`config.mk`:
```
export PLATFORM = sky130hd
export DESIGN_NAME = _regfile8x16
export DESIGN_NICKNAME = d
export VERILOG_FILES = /design/src/rtl/_regfile8x16.sv
export SDC_FILE = /design/constraint.sdc
export NUM_CORES = 1
export LEC_CHECK = 0
export CAP_MARGIN = 20
export CORE_MARGIN = 2
export CORE_UTILIZATION = 54
export CTS_CLUSTER_DIAMETER = 120
export CTS_CLUSTER_SIZE = 24
export DETAILED_ROUTE_END_ITERATION = 6
export PLACE_DENSITY = 0.75
export SLEW_MARGIN = 20
export SYNTH_ARGS = -nofsm -noshare
export SYNTH_HDL_FRONTEND = slang
export SYNTH_SLANG_ARGS = --single-unit
```
`constraint.sdc`:
```
create_clock -name clk -period 4.1 [get_ports clk]
set_input_delay 0.82 -clock clk [delete_from_list [all_inputs] [get_ports clk]]
set_output_delay 0.82 -clock clk [all_outputs]
set_load 0.1 [all_outputs]
```
`src/rtl/_regfile8x16.sv`:
```
`default_nettype none
// ============================================================================
//  Module      : _regfile8x16
//  Description : Eight-entry, 16-bit register file with one synchronous write
//                port and two independent combinational read ports. First
//                storage stage of the datapath; feeds operands to the 16-bit
//                logic/mux layer.
//  Revision    : 1.0  - initial release
// ----------------------------------------------------------------------------
//  Ports
//     clk          in   1     single clock, rising edge active
//     reset        in   1     synchronous, active-high; clears all registers
//     in_data      in   [0:15] write data (bit 0 = MSB)
//     in_waddr     in   [0:2]  write address (bit 0 = MSB)
//     in_we        in   1     write enable
//     in_raddr_a   in   [0:2]  read address, port A (bit 0 = MSB)
//     in_raddr_b   in   [0:2]  read address, port B (bit 0 = MSB)
//     out_a        out  [0:15] register[in_raddr_a], combinational
//     out_b        out  [0:15] register[in_raddr_b], combinational
//  Configuration
//     REGFILE_BYPASS_EN  when defined, a write presented this cycle is
//                        forwarded to any read port addressing the same
//                        register (suppressed while reset is high).
// ============================================================================
module _regfile8x16 (
   input  logic        clk,
   input  logic        reset,
   input  logic [0:15] in_data,
   input  logic [0:2]  in_waddr,
   input  logic        in_we,
   input  logic [0:2]  in_raddr_a,
   input  logic [0:2]  in_raddr_b,
   output logic [0:15] out_a,
   output logic [0:15] out_b
);

   // Fixed geometry; deliberately not overridable.
   localparam int N     = 16;
   localparam int DEPTH = 8;

   logic [0:N-1]     r_regs [0:DEPTH-1];
   logic [0:N-1]     w_next [0:DEPTH-1];
   logic [DEPTH-1:0] w_wen;
   logic [0:2]       w_waddr_n;
   logic [0:N-1]     w_rd_a;
   logic [0:N-1]     w_rd_b;

   assign w_waddr_n = ~in_waddr;

   // ------------------------------------------------------------------------
   // Write decode (1-to-8 demux from AND/NOT gates) and per-register storage.
   // Each enable is the AND of the three true/complement address literals
   // matching that register's index, gated by in_we.
   // ------------------------------------------------------------------------
   generate
      for (genvar i = 0; i < DEPTH; i++) begin : g_reg
         localparam logic [2:0] c_sel = 3'(i);

         assign w_wen[i] = in_we
                         & (c_sel[2] ? in_waddr[0] : w_waddr_n[0])
                         & (c_sel[1] ? in_waddr[1] : w_waddr_n[1])
                         & (c_sel[0] ? in_waddr[2] : w_waddr_n[2]);

         // Per-bit load/hold mux in front of the flops.
         assign w_next[i] = w_wen[i] ? in_data : r_regs[i];

         // Reset has priority over any write in the same cycle.
         always_ff @(posedge clk) begin
            if (reset) begin
               r_regs[i] <= '0;
            end else begin
               r_regs[i] <= w_next[i];
            end
         end
      end
   endgenerate

   // ------------------------------------------------------------------------
   // Read ports: 8-way 16-bit muxes, no latency. Every 3-bit address is valid.
   // ------------------------------------------------------------------------
   assign w_rd_a = r_regs[in_raddr_a];
   assign w_rd_b = r_regs[in_raddr_b];

`ifdef REGFILE_BYPASS_EN
   logic w_byp_a;
   logic w_byp_b;

   // Write-through: forward in_data when this cycle's write targets the
   // register being read. Reset wins, so stored values are shown instead.
   assign w_byp_a = in_we & ~reset & (in_raddr_a == in_waddr);
   assign w_byp_b = in_we & ~reset & (in_raddr_b == in_waddr);

   assign out_a = w_byp_a ? in_data : w_rd_a;
   assign out_b = w_byp_b ? in_data : w_rd_b;
`else
   assign out_a = w_rd_a;
   assign out_b = w_rd_b;
`endif

endmodule
`default_nettype wire

```
==> images/route_heat.png <==
Drawn at 3 px/um. The die is cut into 23 by 23 equal tiles; dark blue is low, red is high, scaled to the fullest tile. Values are wire area over tile area, all layers added.
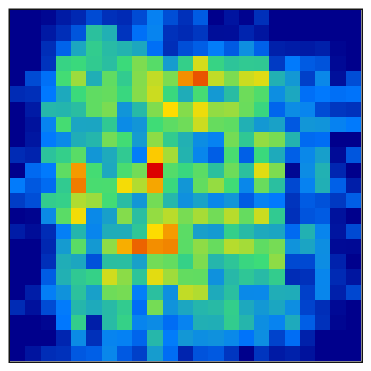
tiles over half the peak: 22%
mean over tiles: 0.20
densest ninth of the die: centre
nearly empty tiles: 13%

==> images/layers.png <==
Drawn at 3 px/um. Only two layers are drawn.
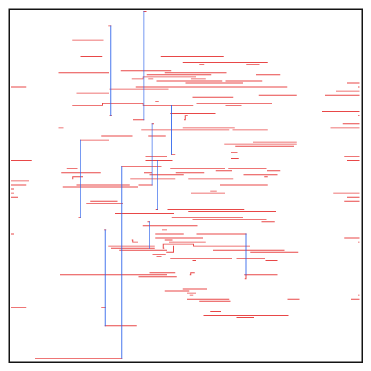
legend:
  blue:
    layer: M4
    wire_length: 263 um
  red:
    layer: M3
    wire_length: 1500 um

==> flow_summary.json <==
{
  "outcome": "finished, final reports clean",
  "ys.flops": 128,
  "crit_family": "buffers and inverters",
  "clock_area_frac": 0.06190,
  "met1Wirelength_mm": 6.164,
  "min_from": "in_data[8]",
  "nets": 511,
  "powerDensity_nw_per_um2": 452.1,
  "use_met3": 0.05098,
  "tns_ps": 0,
  "lay_top_cells": "nor3_1 (128), edfxtp_1 (128), mux4_1 (56)",
  "whs_ps": 1187,
  "yosys-top-cells-area": "edfxtp_1 (56%), mux4_1 (21%), nor3_1 (9.3%)",
  "setup_viol": 0,
  "synthSimpleGateAreaFrac": 0.09973,
  "power-top-group": "sequential cells",
  "area_growth_pct": 22.81,
  "dieWidth_um": 117.1,
  "leakage_uw": 0.002902,
  "yosys_warnings": 0,
  "wirelength_mm": 16.40,
  "yosys.area_share.adder": 0,
  "maxCapViolCount": 0,
  "cp-startpoint": "in_raddr_a[0]",
  "ys_types": 17,
  "post_synth.cell_area_avg_um2": 16.04,
  "fillCellCount": 807,
  "fmax_mhz": 294.3,
  "antenna_cells": 0,
  "initial_utilization": 0.5500,
  "switching_share": 0.3053,
  "reg.largest.list": "r_regs (128)",
  "cts_root_buf": "clkbuf_16",
  "critical_path.endpoint": "out_a[13]",
  "top_register": "r_regs",
  "ys_sh_mux": 0.2910,
  "final-hold-violation-count": 0,
  "comb-cell-share": 0.3253,
  "area_share_nonclk_buffers": 0.1276,
  "cts_setup_buffers": 0,
  "grt_max_degree": 45,
  "p_seq_frac": 0.409,
  "ff_type": "edfxtp_1",
  "fin_ws_ps": 701.9,
  "worstSetupPathType": "primary input to output pin",
  "total_power_uw": 3838,
  "cp_num_buf_inv": 3,
  "powerSeq_uw": 1570,
  "grt_pass1_vias": 4459,
  "cp.required_ps": 3280,
  "end_kind": "output pin",
  "grt_remaining_overflow": 0,
  "comb_cell_power_uw": 941,
  "largest_cell_class": "flip-flops and latches",
  "cts_max_level": 4,
  "internal_power_uw": 2666,
  "dpl_cell_area_um2": 7964,
  "vias": 4422,
  "layout.cells.non_filler": 668,
  "fin_crit_ps": 3398,
  "min_to": "r_regs[1][7]",
  "cts.repair.resized": 0,
  "ir_worst_vdd_uv": 264.5,
  "cp_cell_sequence": "clkdlybuf4s50_1, buf_4, mux4_1, mux2_2, buf_12",
  "drive_gt1_frac": 0.2540,
  "drt_first_pass_iters": 5,
  "cpPeakStageDelay_ps": 460,
  "clockBufferCount": 20,
  "highest_layer": "met4",
  "nWellTaps": 172,
  "top_cell_area_share": 0.5560,
  "drtAntennaViolNets": 0,
  "netlist_instances": 431,
  "synth-edff-count": 128,
  "cp-start-kind": "primary input",
  "cts_buffer_depth": 2,
  "clkSlewWorstSetupHoldPaths_ps": 60,
  "use_met2": 0.4264,
  "clockPowerShare": 0.346,
  "grt_pass1_wl_mm": 25.19,
  "dieArea_um2": 13720,
  "topCombFamilyByArea": "multiplexers",
  "critical_path_depth": 5,
  "dpl.hpwl_mm": 9.756,
  "comb_area_um2": 2761,
  "fp_nets": 459,
  "die_h_um": 117.1,
  "vias_per_cell": 6.620,
  "finalCritPeriodShare": 0.8288,
  "cpMaxStageDelayCell": "clkdlybuf4s50_1",
  "worstPathArrival_ps": 2580,
  "holdCritPathClass": "primary input to flip-flop",
  "slew_headroom": 0.4370,
  "cts_buffers": 17,
  "grt.busiest_layer": "met2",
  "gp_congestion": 0.7298
}
==> images/placed.png <==
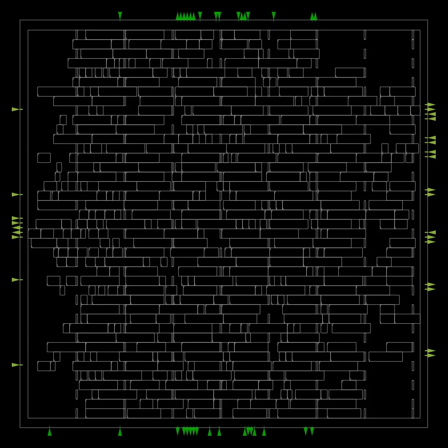
fin util: 0.6755
num rows: 41
core area: 12570 um^2
Seq area share: 0.4528

No activity file was given, so power comes from the tool's default toggle rates.
